**Run 1: signal wires by layer**

Two of the layers only.
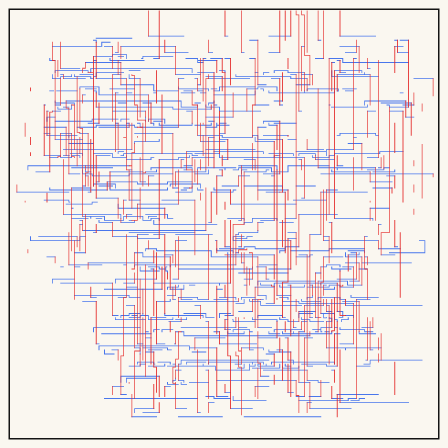
**Run 1: register map, names as in the netlist**

Other sequential cells in the stronger grey, the rest of the logic in the fainter grey.
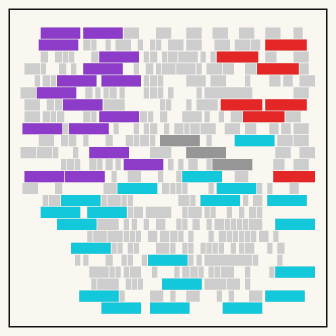
**Run 1: supply network**

Bar = 20 µm. Pins as bars on the die edge. Tap cells in grey.
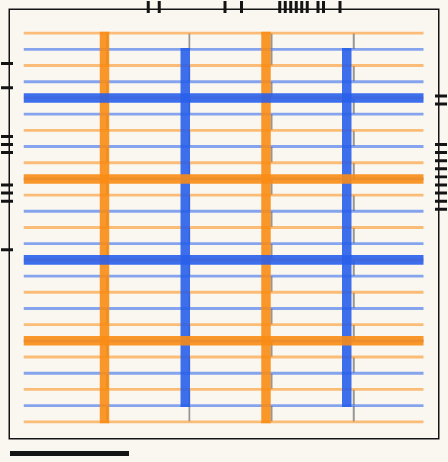
<file path="src/rtl/seg7_scan_ctrl.sv">
// Four-digit time-multiplexed 7-segment scan controller sharing one external BCD decoder.
// Optional build macro: SEG7_LEADING_ZERO_BLANK_EN (suppress leading zeros on digits 1..3).
//
// state | meaning
// SHOW  | one anode asserted, decoder pattern (one-cycle registered) on the bus
// BLANK | all anodes off, bus dark; dead time between digits
module seg7_scan_ctrl #(
  parameter int PRESCALE    = 50000,
  parameter int DEAD_CYCLES = 4
) (
  input  logic       clk,
  input  logic       rst,
  input  logic       wr_en,
  input  logic [1:0] wr_addr,
  input  logic [3:0] wr_data,
  output logic [3:0] bcd,
  input  logic [6:0] seg7_in,
  output logic [6:0] seg7,
  output logic [3:0] an,
  output logic [1:0] scan_idx
);

  localparam logic SHOW  = 1'b0;
  localparam logic BLANK = 1'b1;

  localparam logic [19:0] SHOW_LAST  = 20'(PRESCALE - 1);
  localparam logic [19:0] BLANK_LAST = 20'(DEAD_CYCLES - 1);
  localparam logic [6:0]  SEG_OFF    = 7'b1111111;

  logic        state;
  logic [19:0] cnt;
  logic [3:0]  digit [4];
  logic [6:0]  seg7_q;
  logic        lz_hide;
  logic        hide;

  always_ff @(posedge clk or posedge rst) begin
    if (rst) begin
      for (int i = 0; i < 4; i++) digit[i] <= 4'd0;
    end else if (wr_en) begin
      digit[wr_addr] <= wr_data;
    end
  end

  always_ff @(posedge clk or posedge rst) begin
    if (rst) begin
      state    <= SHOW;
      cnt      <= 20'd0;
      scan_idx <= 2'd0;
    end else begin
      case (state)
        SHOW: begin
          if (cnt == SHOW_LAST) begin
            state <= BLANK;
            cnt   <= 20'd0;
          end else begin
            cnt <= cnt + 20'd1;
          end
        end
        default: begin
          if (cnt == BLANK_LAST) begin
            state    <= SHOW;
            cnt      <= 20'd0;
            scan_idx <= scan_idx + 2'd1;
          end else begin
            cnt <= cnt + 20'd1;
          end
        end
      endcase
    end
  end

  assign bcd = digit[scan_idx];

  always_comb begin
    lz_hide = 1'b0;
`ifdef SEG7_LEADING_ZERO_BLANK_EN
    case (scan_idx)
      2'd1:    lz_hide = (digit[1] == 4'd0) && (digit[2] == 4'd0) && (digit[3] == 4'd0);
      2'd2:    lz_hide = (digit[2] == 4'd0) && (digit[3] == 4'd0);
      2'd3:    lz_hide = (digit[3] == 4'd0);
      default: lz_hide = 1'b0;
    endcase
`else
    lz_hide = 1'b0;
`endif
  end

  assign hide = (bcd > 4'd9) || lz_hide;

  // Register stays dark through BLANK so the first SHOW cycle never carries the previous digit.
  always_ff @(posedge clk or posedge rst) begin
    if (rst) begin
      seg7_q <= SEG_OFF;
    end else if (state == SHOW && !hide) begin
      seg7_q <= seg7_in;
    end else begin
      seg7_q <= SEG_OFF;
    end
  end

  assign seg7 = (state == SHOW) ? seg7_q : SEG_OFF;
  assign an   = (state == SHOW) ? ~(4'b0001 << scan_idx) : 4'b1111;

endmodule

</file>
<file path="config.mk">
export PLATFORM = sky130hd
export DESIGN_NAME = seg7_scan_ctrl
export DESIGN_NICKNAME = d
export VERILOG_FILES = /design/src/rtl/seg7_scan_ctrl.sv
export SDC_FILE = /design/constraint.sdc
export NUM_CORES = 1
export LEC_CHECK = 0
export ABC_AREA = 1
export CAP_MARGIN = 25
export CORE_MARGIN = 2
export CORE_UTILIZATION = 50
export CTS_CLUSTER_DIAMETER = 80
export CTS_CLUSTER_SIZE = 10
export DETAILED_ROUTE_END_ITERATION = 10
export PLACE_DENSITY = 0.74
export SYNTH_ARGS = -nofsm -noshare
export SYNTH_HDL_FRONTEND = slang
export SYNTH_SLANG_ARGS = --single-unit
</file>
<file path="constraint.sdc">
create_clock -name clk -period 3.07 [get_ports clk]
set_input_delay 0.7675 -clock clk [delete_from_list [all_inputs] [get_ports clk]]
set_output_delay 0.7675 -clock clk [all_outputs]
set_load 0.02 [all_outputs]
</file>
==> ci_impl_report.md, run 1 <==
## PnR job results

| Metric | Value |
|---|---|
| Clock skew | roughly 0.0095 ns |
| Die Size | a little over 5000 µm² |
| Worst Setup Slack, final | between 0.3 and 0.4 ns |
| Largest Pwr Group | registers |
| Post-Place Cell Area | 2690 µm² |
| XORs/XNORs by Area | 0.0494 |
| Post-synth cell types | 25 |
| Pwr Total | ~1400 µW |
| Switching pwr | 322 µW |
| Internal cell power | 1090 µW |
| Startpoint Class | flop |
| Core Density at Floorplan | 0.526 |
| Slew @ Worst Pin | ~0.56 ns |
| Pin count of the biggest net entering global routing | about 47 |
| N_diodes | 0 |
| Critical path arrival | about 2.0 ns |
| Initial antenna violation count | 0 |
| Root Buffer | clkbuf_8 |
| Slew Viols, Final | 0 |
| Post-synth seq share | 0.503 |
| IO buf count | 32 |
| Htree depth | 2 |
| # IOs | 33 |
| Post-synth EDFFs | 0 |
| Via density | roughly 5.0 |
| Yosys simple share | 0.315 |
| Slew Limit Headroom | 0.625 |
| Worst Setup End Kind | output port |
| Syn avg cell area | ~8.3 µm² |
| Post-CTS setup buffer count | 0 |
| Fin. Hold Viols | 0 |
| Initial DRT Pass Iterations | 4 |
| CP max FO | 13 |
| Cell Area, Synth | around 2300 µm² |
| 1st-iter DRT viols | between 100 and 150 |
| Yosys chip area | about 2300 µm² |
| Crit share post-route | 0.894 |
| Cell row count | 24 |
| Sink Count | between 40 and 50 |
| Final std cells w/o fill | 369 |
| Congestion Overflow GR | 0 |
| TritonCTS clock tree | built |
| Async S/R FF share, synth | 1.00 |
| Power share of the clock group | 0.395 |
| Clock Path Buffers | 2 |
| Dpl ws | 0.659 ns |
| WS Path Type | flop to output port |
| Sw Share | 0.228 |
| Cell area leaders | dfrtp_1 42%, nand2_1 12%, dfstp_2 8.0% |
| Top Layout Cells | 73 x nand2_1, 44 x nor2_1, 39 x dfrtp_1 |
| #FFs+latches synth | ~46 |
| CP required | approximately 2.3 ns |
| Hold Path Class | flop to flop |
| Area leader share | 0.423 |
| PostCTS Resize Cnt | 0 |
| Die H | roughly 72 µm |
| Comb power frac | 0.122 |
| Post-DP HPWL | 3240 µm |
| Worst-Skew Late Latency | 0.31 ns |
| Seq pwr share | 0.483 |
| Max Freq | 364 MHz |
| Vias in the first global route | ~1600 |
| Synth Area in Compound Gates | 0.0586 |
| Setup TNS | 0 ns |
| Status | complete, no violations |
| Adder Area Share | 0.0271 |
| Syn. warnings | 0 |
| Cell taking the most area after synthesis | dfrtp_1 |
| Fin Hold WS | between 0.4 and 0.5 ns |
| Final Setup Violations | 0 |
| RSZ-0062 raised after global routing | false |
| Comb area leader | simple AND/OR/NAND/NOR gates |
| Core area | 4380 µm² |
| Clk pwr | 557 µW |
| Post-route DRC | 0 |
| Leakage | approximately 0.0013 µW |
| Antenna-violating nets left | 0 |
| Power in combinational cells | 171 µW |
| Ys cells | around 280 |
| Reg clk slew, reported paths | approximately 0.080 ns |
| Layout Nets | ~340 |
| Minimum clock period after layout | roughly 2.7 ns |
| Inst Count DP | between 300 and 400 |
| Pwr/cell area | between 400 and 500 nW/µm² |
| Layout cell share with drive strength beyond 1 | 0.114 |
| Commonest Layout Cell | nand2_1 |
| GP Congestion | a little over 0.8 |
| VDD IR-drop max | roughly 0.28 mV |
| Synth Instances | roughly 280 |
| Num CTS Buffers | 5 |
| Tool Warnings | 29 |
| Layout area overhead | 22.7% |
| Chip width | 71.9 µm |
| First-pass GRT wire length | just under 8000 µm |
| # hold bufs at CTS | 0 |
| Cell area after layout | ~2800 µm² |
| Maxcap violations | 0 |
| Multiplexer share | 0 |
| Primary FF master, synth | dfrtp_1 |
| Post-Syn Nets | around 300 |
## Picture notes: 'signal wires by layer'
[metal 2] red | wire length: 2020 µm
[metal 1] blue | wire length: 2280 µm
via count: 1836
GR Util All Layers: 0.193
DR WL/cell: 12.4 µm
final wirelength: 4570 µm

## Picture notes: 'register map, names as in the netlist'
[`seg7_q`] red | flops: 7
[`digit`] purple | flops: 16
[`cnt`] cyan | flops: 20
not coloured: 3
fraction of area in registers: 0.410
Reg area: 1160 µm²
sequential power: 681 µW
Final Util: 0.645

## Picture notes: 'supply network'
[VDD] blue
[VSS] orange
met5 straps: 4
rows: 24
signal pins: 33

==> run 1: area by class of cell <==
type                    instances  area, µm²
well taps                      52       65.1
clock inverters                 2       60.1
inverters                      25       93.8
flip-flops and latches         46       1160
fillers                       385       1560
multi-input cells             205       1040
repair buffers                 33        328
clock buffers                   6       82.6
==> run 1: layer usage <==
metal,routed length (µm),global-route usage
met4,60,0.0629
met3,217,0.0514
met1,2280,0.272
met5,0,0
met2,2020,0.292
==> run 1: sequential cells by signal (all words and copies together), names as in the netlist <==
name,count
cnt,20
digit,16
seg7_q,7
scan_idx,2
state,1
==> run 1: cells in the mapped netlist (3+ instances only) <==
| master | n |
|---|---|
| nand2_1 | 73 |
| nor2_1 | 44 |
| dfrtp_1 | 39 |
| inv_1 | 24 |
| o21ai_0 | 19 |
| nand3_1 | 15 |
| xor2_1 | 10 |
| dfstp_2 | 7 |
| nand3b_1 | 7 |
| or2_2 | 7 |
| ha_1 | 5 |
| nand2_2 | 5 |
| nand4_1 | 4 |
| nor2_2 | 3 |
| xnor2_1 | 3 |
==> run 1: worst max-delay path: stages, from the launching register on <==
cell and delay, ns:
dfrtp_1 0.53, inv_2 0.22, o21ai_0 0.10, o22ai_1 0.18, clkdlybuf4s50_1 0.65
==> run 1: worst paths after layout <==
kind | from | end | slack [ns] | cells after the start
worst max-delay path | scan_idx[0] | bcd[0] | 0.33 | 4
max in group asynchronous | rst | seg7_q[3] | 1.78 | 3
min in group asynchronous | rst | digit[0] | 0.90 | 3
worst min register to register | cnt[19] | cnt[19] | 0.49 | 1
worst max register to register | cnt[0] | cnt[3] | 1.49 | 8
worst min-delay path | cnt[19] | cnt[19] | 0.49 | 1
==> run 2, diff against run 1 <==
ABC_CLOCK_PERIOD_IN_PS = 3070   (was not set)
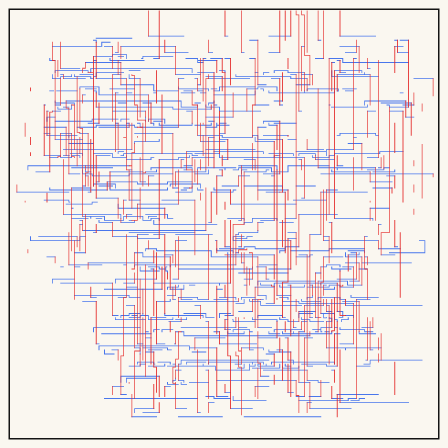
**Above:** run 2 (signal wires by layer).
Two of the layers only.
[metal 2] red | wire length: 2020 µm
[metal 1] blue | wire length: 2280 µm

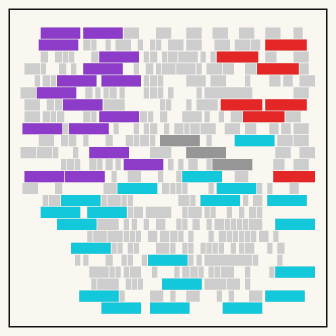
**Above:** run 2 (register map, names as in the netlist).
Other sequential cells in the stronger grey, the rest of the logic in the fainter grey.
[`cnt`] cyan | flops: 20
[`seg7_q`] red | flops: 7
[`digit`] purple | flops: 16
not coloured: 3

==> ci_impl_report.md, run 2 <==
## PnR job results

| Metric | Value |
|---|---|
| Status | complete, no violations |
| Primary FF master, synth | dfrtp_1 |
| RR Endpoint | cnt[3] |
| Final std cells w/o fill | 369 (unchanged) |
| Min-Delay Path Depth | 1 (unchanged) |
| Layout area overhead | 22.7% (unchanged) |
| Max Used Layer | met4 |
| Die Size | 5170 µm² (unchanged) |
| Core area | 4380 µm² (unchanged) |
| Setup TNS | 0 ns (unchanged) |
| Worst reg2reg path depth | 8 (unchanged) |
| Crit share post-route | 0.894 (unchanged) |
| Pwr/cell area | 499 nW/µm² (unchanged) |
| XORs/XNORs by Area | 0.0494 (unchanged) |
| Sink Count | 46 (unchanged) |
| # IOs | 33 (unchanged) |
| Pin count of the biggest net entering global routing | 47 (unchanged) |
| Syn. warnings | 0 (unchanged) |
| Final Setup Violations | 0 (unchanged) |
| Async S/R FF share, synth | 1.00 (unchanged) |
| Layout Nets | 337 (unchanged) |
| Core Density at Floorplan | 0.526 (unchanged) |
| Critical path arrival | 1.98 ns (about the same) |
| CP max FO | 13 (unchanged) |
| Maxcap violations | 0 (unchanged) |
| Fin Hold WS | 0.486 ns (unchanged) |
| Post-Syn Nets | 300 (unchanged) |
| Inst Count DP | 361 (unchanged) |
| Top Layout Cells | 73 x nand2_1, 44 x nor2_1, 39 x dfrtp_1 |
| Vias in the first global route | 1640 (unchanged) |
| GR Util All Layers | 0.193 (unchanged) |
| Root Buffer | clkbuf_8 |
| Startpoint Class | flop |
| Comb area leader | simple AND/OR/NAND/NOR gates |
| Worst Min Path Start | cnt[19] |
| Most frequent cell after synthesis | nand2_1 |
| Via density | 4.98 (unchanged) |
| Multiplexer share | 0 (unchanged) |
| Clock Path Buffers | 2 (unchanged) |
| 1st-iter DRT viols | 105 (unchanged) |
| Post-synth EDFFs | 0 (unchanged) |
| # hold bufs at CTS | 0 (unchanged) |
| Fin. Hold Viols | 0 (unchanged) |
| VDD IR-drop max | 0.277 mV (unchanged) |
| Fill cells | 385 (unchanged) |
| Hold Path Class | flop to flop |
| Synth top cells by count | 73 x nand2_1, 44 x nor2_1, 39 x dfrtp_1, 24 x inv_1, 19 x o21ai_0 |
| Post-CTS setup buffer count | 0 (unchanged) |
| Post-DP HPWL | 3240 µm (unchanged) |
| Congestion Overflow GR | 0 (unchanged) |
| Largest registers | cnt (20), digit (16), seg7_q (7) |
| Clock skew | 0.00951 ns (unchanged) |
| Initial antenna violation count | 0 (unchanged) |
| Htree depth | 2 (unchanged) |
| Cell Area, Synth | 2300 µm² (unchanged) |
| Slew Limit Headroom | 0.625 (unchanged) |
| First-pass GRT wire length | 7690 µm (unchanged) |
| Largest register FFs | 20 (unchanged) |
| Cell row count | 24 (unchanged) |
| Yosys simple share | 0.315 (unchanged) |
| Slew Viols, Final | 0 (unchanged) |
| Flop-to-flop setup slack | 1.49 ns (about the same) |
| Slew @ Worst Pin | 0.563 ns (unchanged) |
| Cell area leaders | dfrtp_1 42%, nand2_1 12%, dfstp_2 8.0% |
| Leakage | 0.00131 µW (unchanged) |
| Routed met3 length | 217 µm (unchanged) |
| Final wirelength | 4570 µm (unchanged) |
| Largest Register | cnt |
| Yosys chip area | 2300 µm² (unchanged) |
| RSZ-0062 raised after global routing | false |
| Antenna-violating nets left | 0 (unchanged) |
| Post-route DRC | 0 (unchanged) |
| Worst Setup End Kind | output port |
| TritonCTS clock tree | built |
| Minimum clock period after layout | 2.74 ns (unchanged) |
| Die H | 71.9 µm (unchanged) |
| Hold endpoint | cnt[19] |
run 2: cell counts after synthesis:
No cell type changed its count.
run 2: power by group:
| group | internal [µW] | leakage (µW) | switching (µW) | total, µW |
|---|---|---|---|---|
| Sequential | 657 | 0.000580 | 24.0 | 681 |
| Combinational | 83.8 | 0.000653 | 87.6 | 171 |
| Clock | 347 | 0.0000714 | 210 | 557 |
run 2: worst max path at each step:
stage                     start      to  slack (ns)  cells after the start
finish              scan_idx[0]  bcd[0]        0.33                      4
global route        scan_idx[0]  bcd[0]        0.17                      4
CTS                 scan_idx[0]   an[0]        0.33                      4
detailed placement  scan_idx[0]   an[0]        0.66                      4
global placement    scan_idx[0]   an[0]        0.69                      4
floorplan           scan_idx[0]  bcd[0]        1.08                      4
run 2: layer usage:
layer  vias up  track usage
li1        953            -
met1       843        0.272
met3         5       0.0514
met5         -            0
met4         0       0.0629
met2        35        0.292
run 2: worst max-delay path, stage by stage (launching register included):
cell and delay [ns]:
dfrtp_1 0.53, inv_2 0.22, o21ai_0 0.10, o22ai_1 0.18
clkdlybuf4s50_1 0.65
run 2: metrics by stage:
stage	setup WS (ns)	util	area (µm²)	power, µW
floorplan	1.08	-	2300	784
global placement	0.685	0.612	2690	862
detailed placement	0.659	0.612	2690	866
global route	0.173	0.645	2830	1470
CTS	0.325	0.645	2830	1420
finish	0.326	0.645	2830	1410
run 2: logic make-up after synthesis:
logic type      count (synthesis)
simple gates                  162
flops                          46
buf+inv                        28
compound gates                 25
xor+xnor                       13
fa+ha+maj                       5
run 2: layout make-up:
cell class	instances	area, µm²	share of cell area
Tap cell	52	65.1	0.0230
Timing Repair Buffer	33	328	0.116
Multi-Input combinational cell	205	1040	0.367
Sequential cell	46	1160	0.410
Clock buffer	6	82.6	0.0292
Inverter	25	93.8	0.0332
Clock inverter	2	60.1	0.0212
Power and IR drop assume default switching activity.
